--- config.mk ---
export PLATFORM = sky130hd
export DESIGN_NAME = vend_controller
export DESIGN_NICKNAME = d
export VERILOG_FILES = /design/src/rtl/vend_pkg.sv /design/src/rtl/vend_idle_timer.sv /design/src/rtl/vend_controller.sv
export SDC_FILE = /design/constraint.sdc
export NUM_CORES = 1
export LEC_CHECK = 0
export CAP_MARGIN = 20
export CORE_MARGIN = 2
export CORE_UTILIZATION = 35
export CTS_BUF_LIST = sky130_fd_sc_hd__clkbuf_4
export DETAILED_ROUTE_END_ITERATION = 10
export RECOVER_POWER = 100
export SLEW_MARGIN = 20
export SYNTH_ARGS = -nofsm -noshare
export SYNTH_HDL_FRONTEND = slang
export SYNTH_SLANG_ARGS = --single-unit
--- constraint.sdc ---
create_clock -name clock -period 4 [get_ports clock]
set_input_delay 1 -clock clock [delete_from_list [all_inputs] [get_ports clock]]
set_output_delay 1 -clock clock [all_outputs]
set_load 0.01 [all_outputs]
--- src/rtl/vend_pkg.sv ---
// Shared vending-controller types: FSM states, coin codes, default prices.
package vend_pkg;

  typedef enum logic [1:0] {
    ST_IDLE,
    ST_CREDIT,
    ST_DISPENSE,
    ST_CHANGE
  } vend_state_t;

  localparam logic [1:0] COIN_NONE  = 2'b00;
  localparam logic [1:0] COIN_5     = 2'b01;
  localparam logic [1:0] COIN_10    = 2'b10;
  localparam logic [1:0] COIN_20    = 2'b11;
  localparam logic [1:0] SEL_CANCEL = 2'd3;

  localparam int DEFAULT_PRICE_A    = 10;
  localparam int DEFAULT_PRICE_B    = 15;
  localparam int DEFAULT_PRICE_C    = 20;
  localparam int DEFAULT_MAX_CREDIT = 35;
  localparam int DEFAULT_TIMEOUT    = 1000;

  function automatic logic [5:0] coin_taka(input logic [1:0] code);
    case (code)
      COIN_5:  return 6'd5;
      COIN_10: return 6'd10;
      COIN_20: return 6'd20;
      default: return 6'd0;
    endcase
  endfunction

endpackage

--- src/rtl/vend_idle_timer.sv ---
// Counts consecutive idle cycles while enabled; pulses expire on the TIMEOUT-th one.
module vend_idle_timer #(
  parameter int TIMEOUT = 1000
) (
  input  logic clock,
  input  logic reset,
  input  logic clear,
  input  logic enable,
  output logic expire
);

  localparam int W = (TIMEOUT > 1) ? $clog2(TIMEOUT) : 1;
  localparam logic [W-1:0] LAST = W'(TIMEOUT - 1);

  logic [W-1:0] count;

  // The expiring cycle is itself idle, so it fires when count already holds TIMEOUT-1.
  assign expire = enable && !clear && (count == LAST);

  always_ff @(posedge clock or posedge reset) begin
    if (reset)                         count <= '0;
    else if (clear || !enable || expire) count <= '0;
    else                               count <= count + 1'b1;
  end

endmodule

--- src/rtl/vend_controller.sv ---
// Coin-operated vending controller: credit accumulation, dispense handshake, 5-Taka change payout.
module vend_controller
  import vend_pkg::*;
#(
  parameter int PRICE_A    = DEFAULT_PRICE_A,
  parameter int PRICE_B    = DEFAULT_PRICE_B,
  parameter int PRICE_C    = DEFAULT_PRICE_C,
  parameter int MAX_CREDIT = DEFAULT_MAX_CREDIT,
  parameter int TIMEOUT    = DEFAULT_TIMEOUT
) (
  input  logic       clock,
  input  logic       reset,
  input  logic       coin_valid,
  input  logic [1:0] coin_value,
  input  logic       sel_valid,
  input  logic [1:0] sel_id,
  input  logic       dispense_ack,
  input  logic       hopper_ack,
  output logic [5:0] credit,
  output logic       dispense_req,
  output logic [1:0] dispense_id,
  output logic       hopper_req,
  output logic       coin_reject,
  output logic       short_credit,
  output logic       busy
);

  localparam logic [6:0] MAX_C = 7'(MAX_CREDIT);

  function automatic logic [5:0] price_of(input logic [1:0] id);
    case (id)
      2'd0:    return 6'(PRICE_A);
      2'd1:    return 6'(PRICE_B);
      default: return 6'(PRICE_C);
    endcase
  endfunction

  vend_state_t state, state_n;
  logic [5:0]  credit_n, amt, price;
  logic [6:0]  sum;
  logic [1:0]  did_n;
  logic        coin_ok, expire;
  logic        dreq_n, hreq_n, reject_n, short_n, busy_n;

  assign amt     = coin_taka(coin_value);
  assign coin_ok = coin_valid && (coin_value != COIN_NONE);
  assign sum     = {1'b0, credit} + {1'b0, amt};
  assign price   = price_of(sel_id);

  vend_idle_timer #(.TIMEOUT(TIMEOUT)) u_idle_timer (
    .clock  (clock),
    .reset  (reset),
    .clear  (coin_valid || sel_valid),
    .enable (state == ST_CREDIT),
    .expire (expire)
  );

  always_comb begin
    state_n  = state;
    credit_n = credit;
    dreq_n   = dispense_req;
    did_n    = dispense_id;
    hreq_n   = hopper_req;
    reject_n = 1'b0;
    short_n  = 1'b0;
    case (state)
      ST_IDLE: begin
        if (coin_ok) begin
          if ({1'b0, amt} <= MAX_C) begin
            credit_n = amt;
            state_n  = ST_CREDIT;
          end else begin
            reject_n = 1'b1;
          end
        end
      end
      ST_CREDIT: begin
        // A coin strobe always wins; a coincident selection is dropped.
        if (coin_valid) begin
          if (coin_ok) begin
            if (sum <= MAX_C) credit_n = sum[5:0];
            else              reject_n = 1'b1;
          end
        end else if (sel_valid) begin
          if (sel_id == SEL_CANCEL) begin
            state_n = ST_CHANGE;
            hreq_n  = 1'b1;
          end else if (credit >= price) begin
            credit_n = credit - price;
            did_n    = sel_id;
            dreq_n   = 1'b1;
            state_n  = ST_DISPENSE;
          end else begin
            short_n = 1'b1;
          end
        end else if (expire) begin
          state_n = ST_CHANGE;
          hreq_n  = 1'b1;
        end
      end
      ST_DISPENSE: begin
        reject_n = coin_ok;
        if (dispense_ack) begin
          dreq_n = 1'b0;
          if (credit == '0) begin
            state_n = ST_IDLE;
          end else begin
            state_n = ST_CHANGE;
            hreq_n  = 1'b1;
          end
        end
      end
      ST_CHANGE: begin
        reject_n = coin_ok;
        if (hopper_ack && hopper_req) begin
          if (credit > 6'd5) begin
            credit_n = credit - 6'd5;
          end else begin
            credit_n = '0;
            hreq_n   = 1'b0;
            state_n  = ST_IDLE;
          end
        end
      end
      default: state_n = ST_IDLE;
    endcase
    busy_n = (state_n == ST_DISPENSE) || (state_n == ST_CHANGE);
  end

  always_ff @(posedge clock or posedge reset) begin
    if (reset) begin
      state        <= ST_IDLE;
      credit       <= '0;
      dispense_req <= 1'b0;
      dispense_id  <= '0;
      hopper_req   <= 1'b0;
      coin_reject  <= 1'b0;
      short_credit <= 1'b0;
      busy         <= 1'b0;
    end else begin
      state        <= state_n;
      credit       <= credit_n;
      dispense_req <= dreq_n;
      dispense_id  <= did_n;
      hopper_req   <= hreq_n;
      coin_reject  <= reject_n;
      short_credit <= short_n;
      busy         <= busy_n;
    end
  end

endmodule

==> flow_metrics.env, run 1 <==
# yosys + openroad results
export IMPL_cts_buffers=3
export IMPL_ys_sh_mux_pct=4.75
export IMPL_setup_viol=0
export IMPL_final_util_pct=42.5
export IMPL_max_slew_margin_pct=42.1
export IMPL_hold_path_depth=1
export IMPL_syn2layout_area_growth_pct=16.2
export IMPL_syn_inst=237
export IMPL_regMostFlops="u_idle_timer.count"
export IMPL_met1_length_um=2300
export IMPL_taps=72
export IMPL_timing_critical_path_buf_inv=1
export IMPL_arrival_ps=3840
export IMPL_io_buffers=22
export IMPL_cts_path_max_buffers=2
export IMPL_yosysTopAreaCell="dfrtp_1"
export IMPL_synthAdderAreaFrac_pct=9.00
export IMPL_n_fill_cell=586
export IMPL_final_antenna_net_count=0
export IMPL_buffers_excl_clock=28
export IMPL_warnings=28
export IMPL_lay_top_count="nor2_1"
export IMPL_wire_per_inst_um=13.7
export IMPL_initial_core_util_pct=36.6
export IMPL_htree_levels=1
export IMPL_largest_reg_flops=10
export IMPL_hpwl_um=3460
export IMPL_comb_cells=192
export IMPL_buf_share_pct=10.9
export IMPL_rows=27
export IMPL_clk_pin_slew_ps=150
export IMPL_status="completed"
export IMPL_grt_setup_unrepaired="no"
export IMPL_wl_met2_um=2010
export IMPL_crit_end="credit[3]"
export IMPL_synthArstFlopShare_pct=100
export IMPL_drv_cap=0
export IMPL_synth_nets=261
export IMPL_pg_seq_w=0.000472
export IMPL_drt_iter0_drc=85
export IMPL_ys_flops=25
export IMPL_tns_ps=0
export IMPL_clock_area_share_pct=1.27
export IMPL_swShare_pct=46.2
export IMPL_hold_path_endpoint="u_idle_timer.count[0]"
export IMPL_sh_comb_area_pct=55.8
export IMPL_period_needed_ps=3610
export IMPL_leakage_nw=0.990
export IMPL_clock_latency_ps=330
export IMPL_crit_cells=9
export IMPL_cp_slowest_cell="dlygate4sd3_1"
export IMPL_flop_cell="dfrtp_1"
export IMPL_reg2regPathDepth=9
export IMPL_root_buffer="clkbuf_4"
export IMPL_drv_slew=0
export IMPL_worst_slack_ps=387
export IMPL_dp_slack_ps=145
export IMPL_antenna_cells=0
export IMPL_p_switching_w=0.000710
export IMPL_ys_cells=237
export IMPL_comb_area_mm2=0.00132
export IMPL_inverters_excl_clock=10
Figure 1. Floorplan with the power grid (run 1).
The bar under the picture is 20 um long. Pins as bars on the die edge.
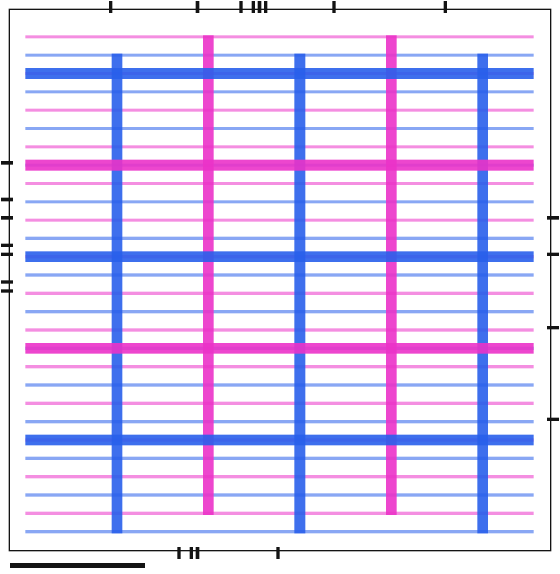
VDD: in magenta. VSS: in blue.
The core has 27 rows. 23 signal pins sit on the boundary. 5 straps on met5.

Figure 2. Cell classes on the final placement (run 1).
The bar under the picture is 20 um long.
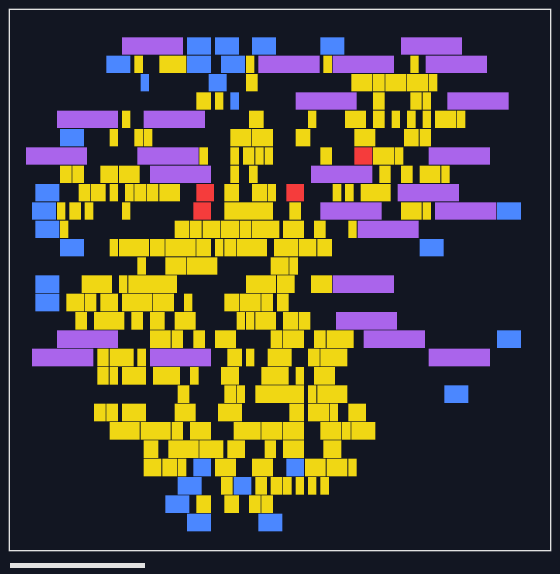
other buffers and delay cells: in blue, cells 28. flops: in purple, cells 25. clock drivers and dummy loads: in red, cells 4. all other logic: in yellow, cells 202.

Figure 3. Clock network drawn from the DEF (run 1).
The bar under the picture is 20 um long.
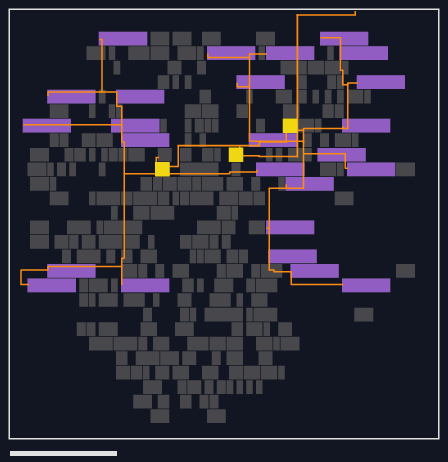
clock wires: in orange, length 354 um. cells driving clock nets: in yellow, count 3. flip-flops: in purple, count 25.
There are 4 routed clock nets.

Figure 4. Signal wires by layer (run 1).
Two of the layers only.
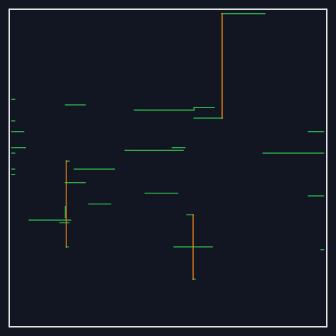

==> run 2, diff against run 1 <==
--- a/config.mk
+++ b/config.mk
@@ -10,6 +10,7 @@
 export CORE_UTILIZATION = 35
 export CTS_BUF_LIST = sky130_fd_sc_hd__clkbuf_4
 export DETAILED_ROUTE_END_ITERATION = 10
+export PLACE_DENSITY_LB_ADDON = 0.25
 export RECOVER_POWER = 100
 export SLEW_MARGIN = 20
 export SYNTH_ARGS = -nofsm -noshare
Figure 5. Signal wires by layer (run 2).
Two of the layers only.
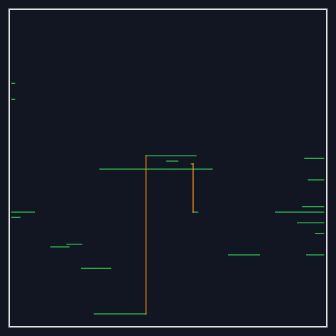
met3: in green, wire length 130 um. met4: in orange, wire length 52.4 um.

Figure 6. Clock network drawn from the DEF (run 2).
The bar under the picture is 20 um long.
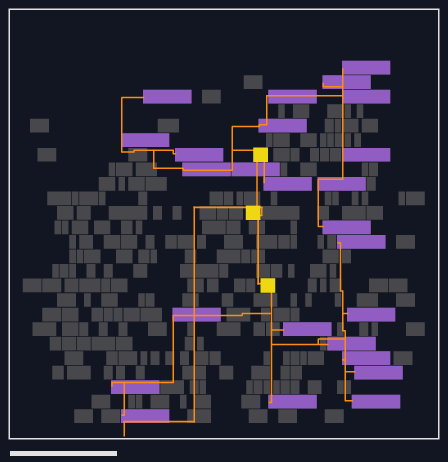
clock wires: in orange, length 353 um. flip-flops: in purple, count 25. cells driving clock nets: in yellow, count 3.
There are 4 routed clock nets.

==> run 2 against run 1 <==
- sequential share of layout area increased by 0.16 points
- design area decreased by 0.58%
- synthesized area unchanged
- combinational power increased by 0.4%
- synthesized cell count unchanged
- wire length increased by 4.7%
- flip-flop count unchanged
- power decreased by 0.11%
- non-clock buffer count decreased by 1
- clock-buffer cell count unchanged
- fmax decreased by 1.7%
==> flow_metrics.env, run 2 <==
# yosys + openroad results
export IMPL_antenna_cells=0
export IMPL_xor_share_pct=8.63
export IMPL_cts_resized=0
export IMPL_syn2layout_area_growth_pct=15.5
export IMPL_synth_nets=261
export IMPL_layout_top_cells="nor2_1 (30), dfrtp_1 (25), nand2_1 (18)"
export IMPL_tns_ps=0
export IMPL_tightest_slew_ps=897
export IMPL_grt_setup_unrepaired="no"
export IMPL_comb_area_mm2=0.00132
export IMPL_largestRegisters="u_idle_timer.count x10, credit x6"
export IMPL_edf_count=0
export IMPL_htree_levels=1
export IMPL_ys_sh_mux_pct=4.75
export IMPL_p_switching_w=0.000713
export IMPL_ioPinCount=23
export IMPL_worst_setup_path_start_kind="primary input"
export IMPL_top_cells_by_count="nor2_1 (30), dfrtp_1 (25), nand2_1 (18), ha_1 (13)"
export IMPL_comb_cells=192
export IMPL_finalPower_w=0.00153
export IMPL_n_clock_buffer=3
export IMPL_clock_latency_ps=320
export IMPL_crit_end="credit[4]"
export IMPL_cp_slowest_cell="dlygate4sd3_1"
export IMPL_fin_cells=330
export IMPL_dr_pass1_iters=4
export IMPL_reg2regPathDepth=9
export IMPL_min_delay_start="u_idle_timer.count[0]"
export IMPL_hpwl_um=3590
export IMPL_met3WireLength_um=130
export IMPL_hold_path_endpoint="u_idle_timer.count[0]"
export IMPL_logic_family="simple AND/OR/NAND/NOR gates"
export IMPL_synthAdderAreaFrac_pct=9.00
export IMPL_final_antenna_net_count=0
export IMPL_timing_critical_path_buf_inv=1
export IMPL_place_gp_congestion=0.818
export IMPL_inverters_excl_clock=10
export IMPL_lay_top_count="nor2_1"
export IMPL_grt_max_degree=26
export IMPL_met1_length_um=2320
export IMPL_yosysTopAreaCell="dfrtp_1"
export IMPL_grt_pass1_wl_um=8270
export IMPL_cts_path_max_buffers=2
export IMPL_clock_area_share_pct=1.17
export IMPL_cpPeakStageDelay_ps=580
export IMPL_setup_viol=0
export IMPL_drv_slew=0
export IMPL_clock_skew_ps=7.00
export IMPL_cp_common_cell="nor2b_1"
export IMPL_n_fill_cell=588
export IMPL_crit_required_ps=4210
export IMPL_dp_cells=325
export IMPL_root_buffer="clkbuf_4"
export IMPL_wire_per_inst_um=14.4
export IMPL_hold_path_depth=1
export IMPL_core_area_mm2=0.00554
export IMPL_clk_pin_slew_ps=140
export IMPL_ys_cells=237
export IMPL_path_cells="dlygate4sd3_1, nor2b_1, ha_1, fa_1, nor2b_1, o21ai_0, and4b_1, o41a_1, o22ai_4, nand2_4, mux2_1"
export IMPL_dp_slack_ps=44.1
export IMPL_cts_buffers=3
export IMPL_swShare_pct=46.5
export IMPL_largest_reg_flops=10
export IMPL_io_buffers=22
export IMPL_status="completed"
export IMPL_sh_comb_area_pct=56.2
export IMPL_crit_cells=11
export IMPL_min_path_type="flop to flop"
export IMPL_arrival_ps=3890
export IMPL_dieHeight_um=80.1
export IMPL_buf_share_pct=10.5
export IMPL_regMostFlops="u_idle_timer.count"
export IMPL_drv_cap=0
export IMPL_rows=27
export IMPL_max_slew_margin_pct=40.2
export IMPL_overflow=0
export IMPL_pg_seq_w=0.000474
export IMPL_initial_core_util_pct=36.6
export IMPL_ys_flops=25
export IMPL_leakage_nw=0.985
export IMPL_r2r_start="credit[1]"
export IMPL_pg_comb_w=0.000944
export IMPL_period_needed_ps=3680
export IMPL_final_util_pct=42.3
export IMPL_syn_inst=237
export IMPL_flop_cell="dfrtp_1"
export IMPL_aoi_share_pct=16.5
export IMPL_chip_area_mm2=0.00642
export IMPL_wl_met2_um=2240
export IMPL_warnings=28
export IMPL_fmax_ghz=0.272
export IMPL_taps=72
export IMPL_yosysTopAreaCellShare_pct=30.8
export IMPL_synthArstFlopShare_pct=100
export IMPL_buffers_excl_clock=27
export IMPL_drt_iter0_drc=51
export IMPL_worst_slack_ps=324
Figure 7. Cell classes on the final placement (run 2).
The bar under the picture is 20 um long.
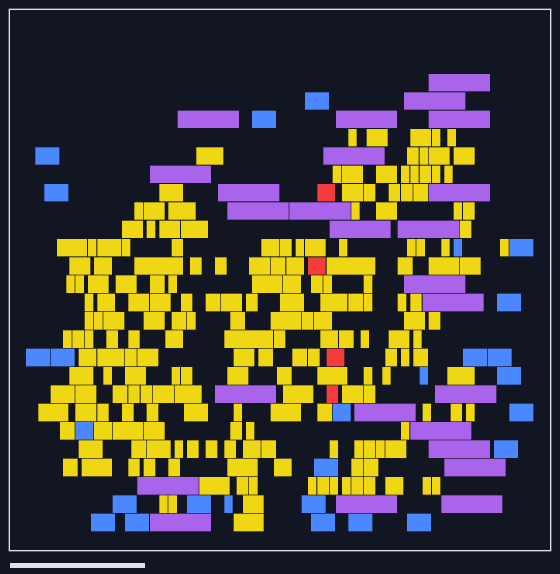

==> run 3, diff against run 2 <==
--- a/config.mk
+++ b/config.mk
@@ -6,10 +6,10 @@
 export NUM_CORES = 1
 export LEC_CHECK = 0
 export CAP_MARGIN = 20
-export CORE_MARGIN = 2
 export CORE_UTILIZATION = 35
 export CTS_BUF_LIST = sky130_fd_sc_hd__clkbuf_4
 export DETAILED_ROUTE_END_ITERATION = 10
+export GPL_ROUTABILITY_DRIVEN = 1
 export PLACE_DENSITY_LB_ADDON = 0.25
 export RECOVER_POWER = 100
 export SLEW_MARGIN = 20
Figure 8. Cell classes on the final placement (run 3).
The bar under the picture is 20 um long.
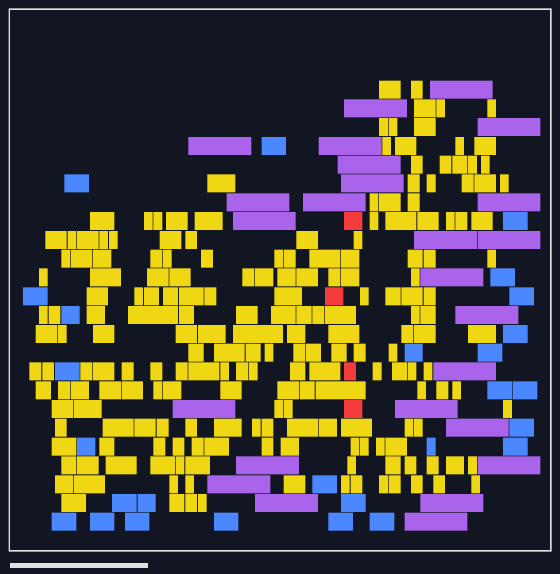
other buffers and delay cells: in blue, cells 27. clock drivers and dummy loads: in red, cells 4. flops: in purple, cells 25. all other logic: in yellow, cells 202.

Figure 9. Placement view (run 3).
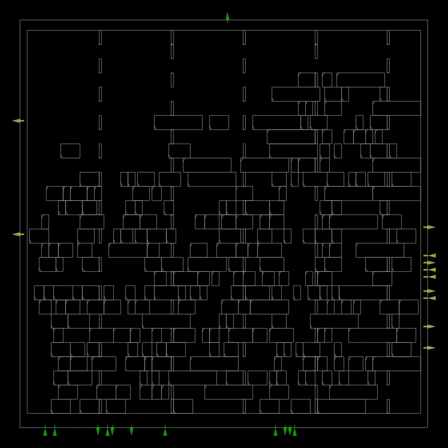
core area: 0.00554 mm2
Final Non-Filler Cells: 330
fillers: 574
Seq cells: 25

==> run 3 against run 2 <==
- global-route usage rose by 0.74 points
- flip-flop count did not move
- register-to-register slack barely moved
- die size fell by 4.9%
- design area rose by 0.32%
- synthesized area did not move
==> flow_metrics.env, run 3 <==
# yosys + openroad results
export IMPL_status="completed"
export IMPL_max_slew_margin_pct=43.1
export IMPL_hold_path_depth=1
export IMPL_final_antenna_net_count=0
export IMPL_hold_path_endpoint="u_idle_timer.count[0]"
export IMPL_hpwl_um=3660
export IMPL_dp_cells=325
export IMPL_htree_levels=1
export IMPL_root_buffer="clkbuf_4"
export IMPL_inverters_excl_clock=10
export IMPL_period_needed_ps=3640
export IMPL_crit_cells=11
export IMPL_drv_slew=0
export IMPL_clk_pin_slew_ps=140
export IMPL_rows=27
export IMPL_clock_area_share_pct=1.17
export IMPL_fmax_ghz=0.275
export IMPL_lay_top_count="nor2_1"
export IMPL_clock_latency_ps=320
export IMPL_layout_top_cells="nor2_1 (30), dfrtp_1 (25), nand2_1 (18)"
export IMPL_min_delay_start="u_idle_timer.count[0]"
export IMPL_worst_slack_ps=360
export IMPL_synthArstFlopShare_pct=100
export IMPL_synthAdderAreaFrac_pct=9.00
export IMPL_wire_per_inst_um=14.7
export IMPL_tns_ps=0
export IMPL_cts_buffers=3
export IMPL_crit_end="credit[3]"
export IMPL_tightest_slew_ps=853
export IMPL_grt_usage_pct=16.9
export IMPL_largest_reg_flops=10
export IMPL_cts_path_max_buffers=2
export IMPL_path_cells="dlygate4sd3_1, nor2b_1, ha_1, fa_1, nor2b_1, o21ai_0, and4b_1, o41a_1, o22ai_4, nand2_4, mux2_1"
export IMPL_antenna_cells=0
export IMPL_worst_setup_path_start_kind="primary input"
export IMPL_top_cells_by_count="nor2_1 (30), dfrtp_1 (25), nand2_1 (18), ha_1 (13)"
export IMPL_overflow=0
export IMPL_edf_count=0
export IMPL_taps=72
export IMPL_synth_nets=261
export IMPL_yosysTopAreaCellShare_pct=30.8
export IMPL_flop_cell="dfrtp_1"
export IMPL_chip_area_mm2=0.00611
export IMPL_buffers_excl_clock=27
export IMPL_yosysTopAreaCell="dfrtp_1"
export IMPL_initial_core_util_pct=36.6
export IMPL_pg_comb_w=0.000954
export IMPL_syn_inst=237
export IMPL_crit_required_ps=4220
export IMPL_place_gp_congestion=0.822
export IMPL_ys_flops=25
export IMPL_r2r_start="credit[1]"
export IMPL_buf_share_pct=10.8
export IMPL_xor_share_pct=8.63
export IMPL_met1_length_um=2410
export IMPL_io_buffers=22
export IMPL_comb_area_mm2=0.00132
export IMPL_warnings=28
export IMPL_timing_critical_path_buf_inv=1
export IMPL_cts_resized=0
export IMPL_ys_cells=237
export IMPL_largestRegisters="u_idle_timer.count x10, credit x6"
export IMPL_setup_viol=0
export IMPL_logic_family="simple AND/OR/NAND/NOR gates"
export IMPL_grt_setup_unrepaired="no"
export IMPL_wl_met2_um=2290
export IMPL_ioPinCount=23
export IMPL_drt_iter0_drc=93
export IMPL_regMostFlops="u_idle_timer.count"
export IMPL_pg_seq_w=0.000477
export IMPL_swShare_pct=46.7
export IMPL_cpPeakStageDelay_ps=590
export IMPL_clock_skew_ps=9.77
export IMPL_drv_cap=0
export IMPL_p_switching_w=0.000723
export IMPL_n_clock_buffer=3
export IMPL_syn2layout_area_growth_pct=15.8
export IMPL_min_path_type="flop to flop"
export IMPL_finalPower_w=0.00155
export IMPL_final_util_pct=42.4
export IMPL_dieHeight_um=78.1
Power and IR drop assume default switching activity.
